**config.mk**
```make
export PLATFORM = sky130hd
export DESIGN_NAME = debounce_scheduler
export DESIGN_NICKNAME = d
export VERILOG_FILES = /design/src/rtl/debounce_scheduler.sv
export SDC_FILE = /design/constraint.sdc
export NUM_CORES = 1
export LEC_CHECK = 0
export CELL_PAD_IN_SITES_DETAIL_PLACEMENT = 1
export CELL_PAD_IN_SITES_GLOBAL_PLACEMENT = 1
export CORE_MARGIN = 3
export CORE_UTILIZATION = 40
export DETAILED_ROUTE_END_ITERATION = 7
export GPL_TIMING_DRIVEN = 0
export PLACE_DENSITY_LB_ADDON = 0.1
export RECOVER_POWER = 25
export SETUP_SLACK_MARGIN = 0.05
export SLEW_MARGIN = 20
export SYNTH_ARGS = -nofsm -noshare
export SYNTH_HDL_FRONTEND = slang
export SYNTH_SLANG_ARGS = --single-unit
```
**constraint.sdc**
```tcl
create_clock -name clk -period 2.81 [get_ports clk]
set_clock_uncertainty 0.15 [all_clocks]
set_input_delay 0.281 -clock clk [delete_from_list [all_inputs] [get_ports clk]]
set_output_delay 0.281 -clock clk [all_outputs]
set_load 0.02 [all_outputs]
```
**src/rtl/debounce_scheduler.sv**
```systemverilog
// Shared-datapath debouncer: one round-robin visit per scan tick, commit after COUNT_MAX+1 equal visits
// (COUNT_MAX+1)*CHANNELS*TICK_DIV clk from change visit to commit; enable=0 freezes all state, pulses drop.
module debounce_scheduler #(
  parameter int CHANNELS    = 8,
  parameter int COUNT_MAX   = 255,
  parameter int COUNT_WIDTH = 8,
  parameter int TICK_DIV    = 1
) (
  input  logic                        clk,
  input  logic                        rst_n,
  input  logic                        enable,
  input  logic [CHANNELS-1:0]         keys_raw,
  output logic [CHANNELS-1:0]         keys_db,
  output logic [CHANNELS-1:0]         press,
  output logic [CHANNELS-1:0]         release_o,
  output logic [$clog2(CHANNELS)-1:0] scan_idx
);

  localparam int IW = $clog2(CHANNELS);
  localparam int PW = (TICK_DIV > 1) ? $clog2(TICK_DIV) : 1;
  localparam logic [PW-1:0]          PRESC_LAST = PW'(TICK_DIV - 1);
  localparam logic [IW-1:0]          IDX_LAST   = IW'(CHANNELS - 1);
  localparam logic [COUNT_WIDTH-1:0] CNT_MAX    = COUNT_WIDTH'(COUNT_MAX);

  logic [CHANNELS-1:0]    sync1_q, sync1_d, sync2_q, sync2_d;
  logic [PW-1:0]          presc_q, presc_d;
  logic [IW-1:0]          idx_q, idx_d;
  logic [CHANNELS-1:0]    last_q, last_d;
  logic [COUNT_WIDTH-1:0] cnt_q [CHANNELS];
  logic [COUNT_WIDTH-1:0] cnt_d [CHANNELS];
  logic [CHANNELS-1:0]    db_q, db_d;
  logic [CHANNELS-1:0]    press_q, press_d;
  logic [CHANNELS-1:0]    rel_q, rel_d;
  logic                   tick;
  logic                   samp;
  logic [COUNT_WIDTH-1:0] cnt_cur;

  always_comb begin
    sync1_d = keys_raw;
    sync2_d = sync1_q;
    presc_d = presc_q;
    idx_d   = idx_q;
    last_d  = last_q;
    cnt_d   = cnt_q;
    db_d    = db_q;
    press_d = '0;
    rel_d   = '0;
    tick    = enable && (presc_q == PRESC_LAST);
    samp    = sync2_q[idx_q];
    cnt_cur = cnt_q[idx_q];

    if (enable) begin
      presc_d = (presc_q == PRESC_LAST) ? '0 : presc_q + 1'b1;
    end

    if (tick) begin
      if (samp != last_q[idx_q]) begin
        last_d[idx_q] = samp;
        cnt_d[idx_q]  = '0;
      end else if (cnt_cur < CNT_MAX) begin
        cnt_d[idx_q] = cnt_cur + 1'b1;
      end else begin
        // Saturated: keep re-committing; only an actual level change pulses.
        db_d[idx_q] = samp;
        if (db_q[idx_q] != samp) begin
          press_d[idx_q] = samp;
          rel_d[idx_q]   = ~samp;
        end
      end
      idx_d = (idx_q == IDX_LAST) ? '0 : idx_q + 1'b1;
    end
  end

  always_ff @(posedge clk or negedge rst_n) begin
    if (!rst_n) begin
      sync1_q <= '0;
      sync2_q <= '0;
      presc_q <= '0;
      idx_q   <= '0;
      last_q  <= '0;
      db_q    <= '0;
      press_q <= '0;
      rel_q   <= '0;
      for (int i = 0; i < CHANNELS; i++) cnt_q[i] <= '0;
    end else begin
      sync1_q <= sync1_d;
      sync2_q <= sync2_d;
      presc_q <= presc_d;
      idx_q   <= idx_d;
      last_q  <= last_d;
      db_q    <= db_d;
      press_q <= press_d;
      rel_q   <= rel_d;
      for (int i = 0; i < CHANNELS; i++) cnt_q[i] <= cnt_d[i];
    end
  end

  assign keys_db   = db_q;
  assign press     = press_q;
  assign release_o = rel_q;
  assign scan_idx  = idx_q;

endmodule

```
==> CHANGELOG.md, run 1 <==
## Implementation

* Status: finished, violations left
* Failing checks: setup timing
* DR DRC count at 0
* Vias per cell at 5.515
* Dominant register cell in the synthesized netlist: dfrtp_1
* CP max-delay cell: mux4_2
* Cell taking the most area after synthesis: dfrtp_1
* Worst r2r dst: cnt_q[7]
* CTS H-tree lvls at 4
* Clock Pin Slew Worst Setup and Hold Paths at 0.05 ns
* Worst Hold End: sync2_q[0]
* Post-synth EDFFs at 0
* Final Cycle Share at 112.9%
* Post-placement setup slack at -0.7118 ns
* Final setup margin at -0.3630 ns
* GRT Overall Usage at 21.68%
* Clk sinks at 115
* WHS at 0.1940 ns
* Critical path endpoint category: flop
* Share of cells above drive strength 1 at roughly 44%
* Synth flops at 115
* Yosys xor share at 0.8359%
* WL final at 15130 um
* LEAKAGE at 3.225 nW
* Worst Hold Launch: sync1_q[0]
* Syn-to-layout area delta at 42.32%
* Critical path peak fanout at 10
* Min-Delay Path Depth at 0
* Largest net degree at the start of global routing at 76
* Synth Net Count at around 410
* MaxCap Viol Count at 0
* Vias in the first global route at 3990
* Relative slew slack at 27.97%
* VDD IR max at 0.4746 mV
* WP data arrival at roughly 3.3 ns
* Overall Power at approximately 8.1 mW
* CTS Buffer Depth at 2
* Fmax at 315.2 MHz
* Cell with the most instances on the worst path: buf_12
* Post-Place Cells at roughly 600
* Final hold viol count at 0
* Cell Pwr Density at 1090 mW/mm2
* CTS tree: yes
* Post-Synth AOI/OAI Area at 6.305%
* Post-route insts no fill at 664
* Reg-to-Reg Start: scan_idx[1]
* Core Util at FP at between 40% and 50%
* Yosys Instances at 393
* Number of DRC markers in iteration 0 at ~270
* Top non-seq family: multiplexers
* Crit path DRT at slightly below 3 ns
* Post-Synthesis Cells at between 300 and 400
* Area fraction in mux cells at 23.45%
* Most common library cells after synthesis: 115 x dfrtp_1, 42 x mux2_1, 35 x nor2_1, 34 x mux2_2, 19 x o21ai_0
* Tool warnings at 29
* Synth top area share at roughly 55%
* Synth Area in Simple Gates at 11.18%
* DP Area at 0.005981 mm2
* Io pins at 38
* Worst setup path endpoint: cnt_q[7]
* Worst Tran Pin Value at 1.080 ns
* Asr flop ratio synth at 100.0%
* Post-Synth Adder-Cell Area at 0.7165%
* Global-route wire length before repair at 23150 um
* Critical path origin: scan_idx[1]
* RSZ-0062 raised after global routing: yes
* Ys Warns at 0
* Synth cell types at around 49
* Routed via count at approximately 3700
* Final setup violation count at about 95
* Top delay family on crit path: multiplexers
* Minimum clock period at 3.173 ns
* Die footprint at 0.01451 mm2
* FF-to-FF path depth at 13
* Largest stage delay, worst path at roughly 0.48 ns
* Final Max Slew Viols at 0
* CTS Root Cell: clkbuf_16
* HPWL Detailed at 8789 um
* Sequential share of the synthesized area at 54.93%
* Diode count at 0
* Top-count cell post-synth: dfrtp_1
* Final RePlAce weighted congestion at 0.7778
* CP Cell Sequence: buf_12 -> buf_8 -> buf_12 -> buf_12 -> mux4_2 -> mux2_4 -> ha_4 -> nand2_4 -> nor3_4 -> buf_12 -> nor2_4 -> buf_12 -> mux2_1
* Chip Area, Yosys at 0.005239 mm2
* Critical path startpoint category: flop
* Final ANT Viol Nets at 0
* Cells taking the most area after synthesis: dfrtp_1 55%, mux2_1 9.0%, mux2_2 7.3%
* Drt pass-1 iters at 4
* Avg Cell Area, Syn at 13.33 um2
* Synth Cell Area at 0.005239 mm2
* CTS buffer count at 17
* Hold Crit Class: flop to flop
* Core ar. at 0.01272 mm2
* CP Depth at 13
* Crit Path Category: flop to flop
* Grt ovf at 0
* Post-layout nets at 494
* Crit path buffers/inverters at 6
* Num rows at approximately 40
[run 1: where the power goes]
part           switching (mW)  total (mW)  internal [mW]
sequential              0.190        2.16           1.97
clock                   0.762        2.60           1.84
combinational            1.77        3.37           1.60
[run 1: registers in the layout (all words and copies together), names as in the netlist]
register,flops
last_q,8
release_o,8
scan_idx,3
cnt_q,64
press,8
sync2_q,8
keys_db,8
sync1_q,8
[run 1: what timing repair did]
| action | in CTS | in global routing |
|---|---|---|
| gates cloned | 1 | 0 |
| hold endpoints to repair | 40 | 0 |
| setup endpoints to repair | 96 | 96 |
| resized | 71 | 41 |
| setup buffers | 22 | 9 |
| pin swaps | 11 | 17 |
| hold buffers | 1 | 0 |
[run 1: layout make-up]
| type | count | area [um2] |
|---|---|---|
| Fill cell | 1241 | 5266 |
| Clock buffer | 22 | 484.2 |
| Timing Repair Buffer | 69 | 814.5 |
| Buffer | 18 | 195.2 |
| Tap cell | 172 | 215.2 |
| Sequential cell | 115 | 2882 |
| Clock inverter | 9 | 222.7 |
| Inverter | 3 | 11.26 |
| Multi-Input combinational cell | 256 | 2631 |
[run 1: metal layers]
| layer | up-vias | wire length, um | track usage (%) |
|---|---|---|---|
| met5 | - | 0 | 0 |
| met4 | 0 | 369 | 9.490 |
| met3 | 31 | 827 | 6.408 |
| met2 | 103 | 7624 | 33.99 |
| met1 | 1928 | 6306 | 27.99 |
| li1 | 1600 | - | - |
[run 1: cells in the final DEF (no fill, tap or decap), types with 12 or more instances in the layout]
master,synthesis,routed
nor2_1,35,22
buf_12,0,16
mux2_4,0,52
nand3_1,14,13
nand2_1,16,15
buf_4,2,18
mux4_2,13,13
clkbuf_16,0,18
o21ai_1,4,12
clkdlybuf4s50_1,0,28
dfrtp_1,115,112
mux2_2,34,23
==> run_1/clock_wires.png <==
Bar = 20 um.
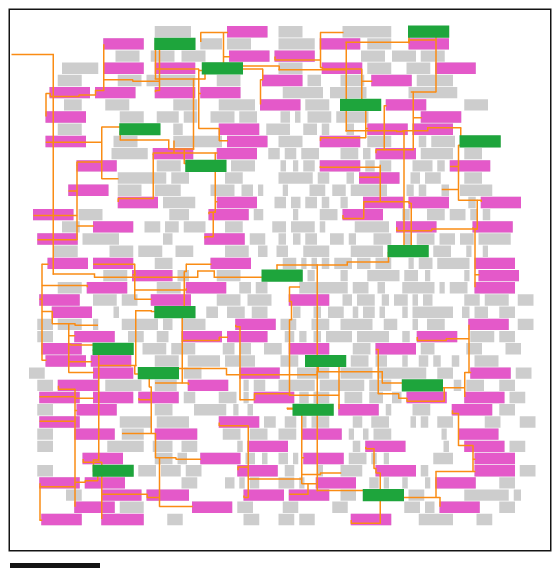
Green is clock-net drivers, count 17. Orange is clock wires, length 1690 um. Magenta is flip-flops, count 115.
Position of the flops: widely spread.
latest clock arrival within the worst-skew pair: 0.42 ns
Clock Power Share: 32.0%
clk pwr: 2.60 mW

==> run_1/ff_map.png <==
Other sequential cells in the stronger grey, the rest of the logic in the fainter grey.
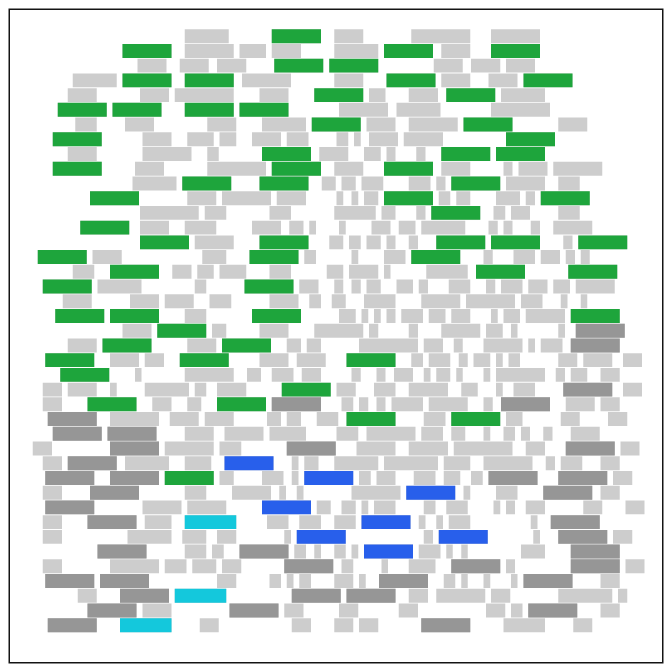
Cyan is scan_idx, sequential cells 3. Blue is last_q, sequential cells 8, where bottom centre. Green is cnt_q, sequential cells 64.
Another 40 sequential cells are not coloured.
Util after Layout: 58.61%
flop share of the area: 38.65%
Register Area: 0.002882 mm2
total sequential power: 2.16 mW

==> run_1/congestion_map.png <==
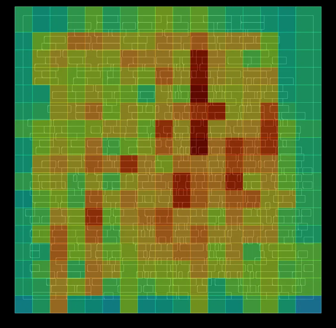
GRT busiest layer: met2
met3 GRT Util: 6.408%
WL per Instance: 22.78 um
met2 usage: 33.99%
met1 usage: 27.99%

==> run_1/pinout.png <==
Pins as bars across the die edge, other pins in grey.
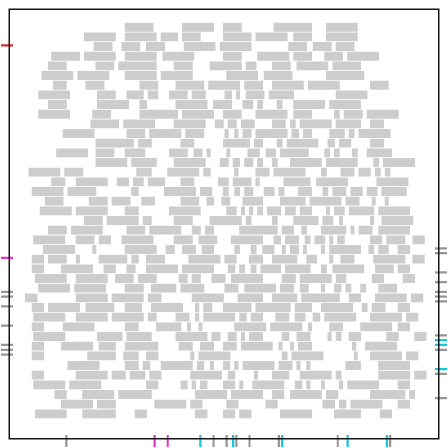
Red is clk, pins 1, direction input, edge left. Magenta is scan_idx, pins 3, direction output, edge 2 bottom, 1 left. Cyan is release_o, pins 8, direction output, edge 5 bottom, 3 right.
All pins by edge: 15 bottom, 14 right, 9 left.
Die X: 120.4 um
Die H: 120.4 um
port bufs: 37

==> run_1/m4.png <==
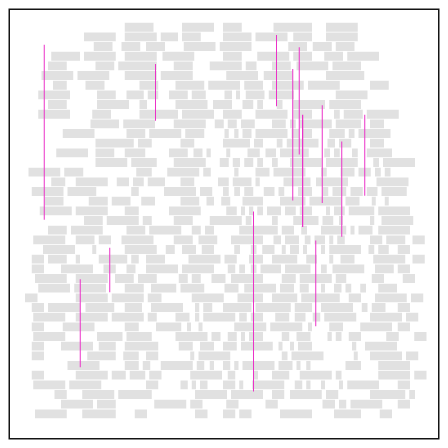

==> inputs of run 2 (changes only) <==
Settings changed: ABC_AREA set to 1.
==> run_2/m4.png <==
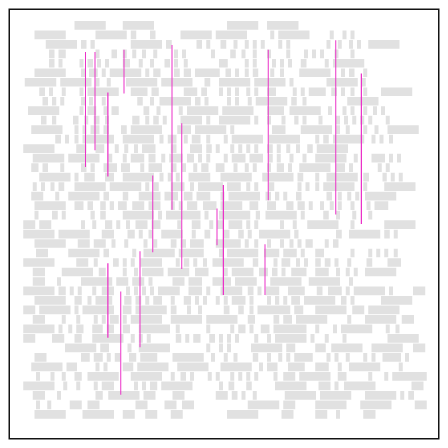
The layer holds 2.5% of the routed length. The longest straight run is 49.6 um. 10 nets have wire on it. The wires run mostly vertical.
routed via count: 5023
WL final: 19240 um

==> run 2 against run 1 <==
Final area fell by 2.7%. Largest power group unchanged. The run now ends clean. Register-to-register slack improved by 0.48 ns. Fmax rose by 18%. Global-route usage rose by 4.8 points. Synthesized cell count rose by 72%. Critical path type unchanged. Total power fell by 7.6%. Combinational power fell by 4%. Non-clock buffer count rose by 7. Highest routed layer unchanged. Core utilization fell by 4.1 points.
==> CHANGELOG.md, run 2 <==
## Implementation

* Sequential share of the synthesized area at 52.81%
* Synth Cell Area at 0.005449 mm2
* RSZ-0062 raised after global routing: yes
* Cell Pwr Density at 1035 mW/mm2
* Cells taking the most area after synthesis: dfrtp_1 53%, nand2_1 22%, o21ai_0 5.1%
* GRT Overall Usage at between 20% and 30%
* MaxCap Viol Count at 0
* DP Area at 0.006068 mm2
* GRT busiest layer: met2
* Tapcells at ~180
* Top-count cell post-synth: nand2_1
* Top reg by flops: cnt_q
* Top cells excl fill/tap: 304 x nand2_1, 113 x dfrtp_1, 47 x o21ai_0
* Syn-to-layout area delta at 33.09%
* Max FFs per register at approximately 64
* Largest net degree at the start of global routing at 67
* Number of DRC markers in iteration 0 at 329
* Io pins at 38
* Synth top area share at between 50% and 60%
* CTS tree: yes
* Register Area at 0.002880 mm2
* Setup TNS at 0 ns
* CTS H-tree lvls at 4
* Flop share of the area at 39.72%
* Most common library cells after synthesis: 313 x nand2_1, 115 x dfrtp_1, 56 x o21ai_0, 42 x inv_1, 29 x nor2_1
* Post-Place Cells at approximately 900
* Crit path DRT at 2.95 ns
* Combinational power at 3.24 mW
* Latest clock arrival within the worst-skew pair at approximately 0.42 ns
* Minimum clock period at approximately 2.7 ns
* Initial antenna violation count at 0
* Critical path peak fanout at 10
* Post-Synthesis Cells at 676
* Share of cells above drive strength 1 at 19.67%
* Final RePlAce weighted congestion at 0.8402
* Post-layout nets at 780
* Multi-In Gates at 492
* Crit Path Category: flop to flop
* Met3 GRT Util at 5.760%
* Util after Layout at 54.55%
* Final setup margin at 0.1219 ns
* Most common logic cell in the routed design: nand2_1
* Final Max Slew Viols at 0
* Combinational share of cell area at ~34%
* Worst Tran Pin Value at approximately 1.3 ns
* Critical path endpoint category: flop
* Final ANT Viol Nets at 0
* Relative slew slack at 13.18%
* Total sequential power at 2.24 mW
* Flop Count at about 120
* Vias in the first global route at 5141
* Clk sinks at about 120
* Logic area at 0.002464 mm2
* WL per Instance at between 20 and 25 um
* Core Util at FP at 40.98%
* Port bufs at 37
* LEAKAGE at 3.592 nW
* Hold Crit Class: flop to flop
* Fmax at 372.0 MHz
* Final setup violation count at 0
* Status: completed
* Die X at 122.7 um
* Internal power at 4.348 mW
* VDD IR max at 0.5600 mV
* Num rows at 42
* WHS at 0.1952 ns
* Overall Power at 7.507 mW
* Tool warnings at 27
* DR DRC count at 0
* Synth cell types at 33
* CLK BUF at 28
* Avg Cell Area, Syn at 8.061 um2
* CTS buffer count at 17
* HPWL Detailed at 11560 um
* NonClk Buf Share at 13.04%
* Post-placement setup slack at -0.6792 ns
* Largest area class, layout: registers
* Vias per cell at 5.265
* Ys Warns at 0
* Global-route wire length before repair at 29330 um
* Grt ovf at 0
* Die H at 122.7 um
* Chip Area, Yosys at 0.005449 mm2
* Post-synth EDFFs at 0
* Combinational cell fraction of total power at 43.2%
* Dominant register cell in the synthesized netlist: dfrtp_1
* Met2 usage at 42.16%
* Diode count at 0
* Synth flops at approximately 120
* CTS Buffer Depth at 2
* Final hold viol count at 0
* ClkCell Share at around 7.6%
* P_sw at 3.159 mW
* Register share of total power at between 20 and 30%
* Yosys Instances at 676
* CTS Root Cell: clkbuf_16
* Drt pass-1 iters at 5
* Cell taking the most area after synthesis: dfrtp_1
* WP data arrival at around 2.8 ns
* Top pwr grp: combinational cells
* Critical path startpoint category: flop
* Clock Pin Slew Worst Setup and Hold Paths at 0.05 ns
* Bufs w/o clock at about 94
* Die footprint at 0.01506 mm2
* Sw frac at 42.08%
* Asr flop ratio synth at 100.0%
* Fillcell total at about 1600
* Setup slack, reg-to-reg at 0.12 ns
* Non-CTS inverters at 46
* Post-route insts no fill at 954
==> run_2/clock_wires.png <==
Bar = 20 um.
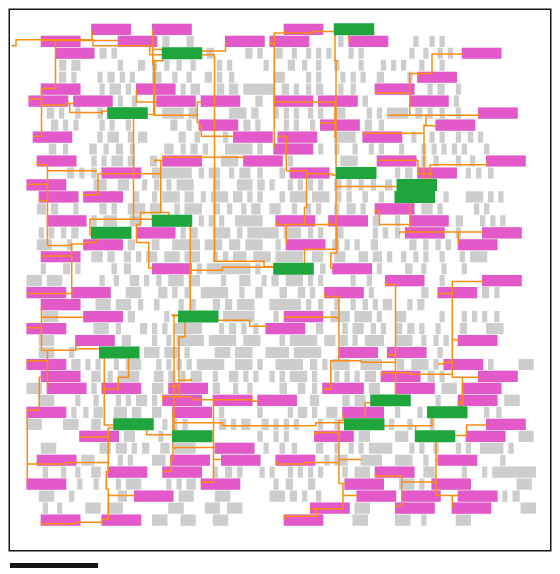
Green is clock-net drivers, count 17. Orange is clock wires, length 1700 um. Magenta is flip-flops, count 115.
Position of the flops: widely spread.
Clock Power Share: 27.0%
clk pwr: 2.03 mW

## run 2: logic make-up (layout without fill, tap and decap cells)
family | count (synthesis) | in the layout | share of synthesized area, %
and+or+nand+nor | 409 | 410 | 32.35
DFF | 115 | 115 | 52.81
AOI/OAI and AO/OA | 78 | 78 | 7.555
buffers and inverters | 70 | 171 | 6.429
adders and majority gates | 3 | 3 | 0.6889
xor gates and xnor gates | 1 | 1 | 0.1608
## run 2: critical path, cell delays in order, from the launching register on
cell and delay [ns]:
dfrtp_2 0.42, inv_2 0.06, buf_8 0.15, buf_8 0.14, o21ai_0 0.25, nand3_2 0.16
nor2_4 0.12, inv_2 0.05, ha_4 0.16, nand2_4 0.09, nor2_4 0.06, nand3_4 0.10
buf_12 0.13, nand3_2 0.11, buf_4 0.26, nand2_1 0.07, o21ai_1 0.07
## run 2: per-layer routing
metal | routed length, um | share of wire (%)
met4 | 475 | 2.5
met3 | 888 | 4.6
met2 | 9304 | 48
met5 | 0 | 0
met1 | 8576 | 45
## run 2: worst paths after layout
| kind | startpoint | depth (start not counted) | to |
|---|---|---|---|
| max | scan_idx[0] | 16 | cnt_q[19] |
| min | sync1_q[1] | 0 | sync2_q[1] |
| max reg2reg | scan_idx[0] | 16 | cnt_q[19] |
| min reg2reg | sync1_q[1] | 0 | sync2_q[1] |
| max in group asynchronous | rst_n | 3 | cnt_q[19] |
| min in group asynchronous | rst_n | 2 | sync2_q[2] |
## run 2: timing repair
item / 4_1_cts / 5_1_grt
hold endpoints to repair: 49 / 0
gates cloned: 5 / 1
pin swaps: 9 / 16
hold buffers: 1 / 0
setup endpoints to repair: 88 / 92
resized: 59 / 43
buffers inserted: 15 / 11
Power figures rest on the tool's default switching activity, not on a simulated workload.
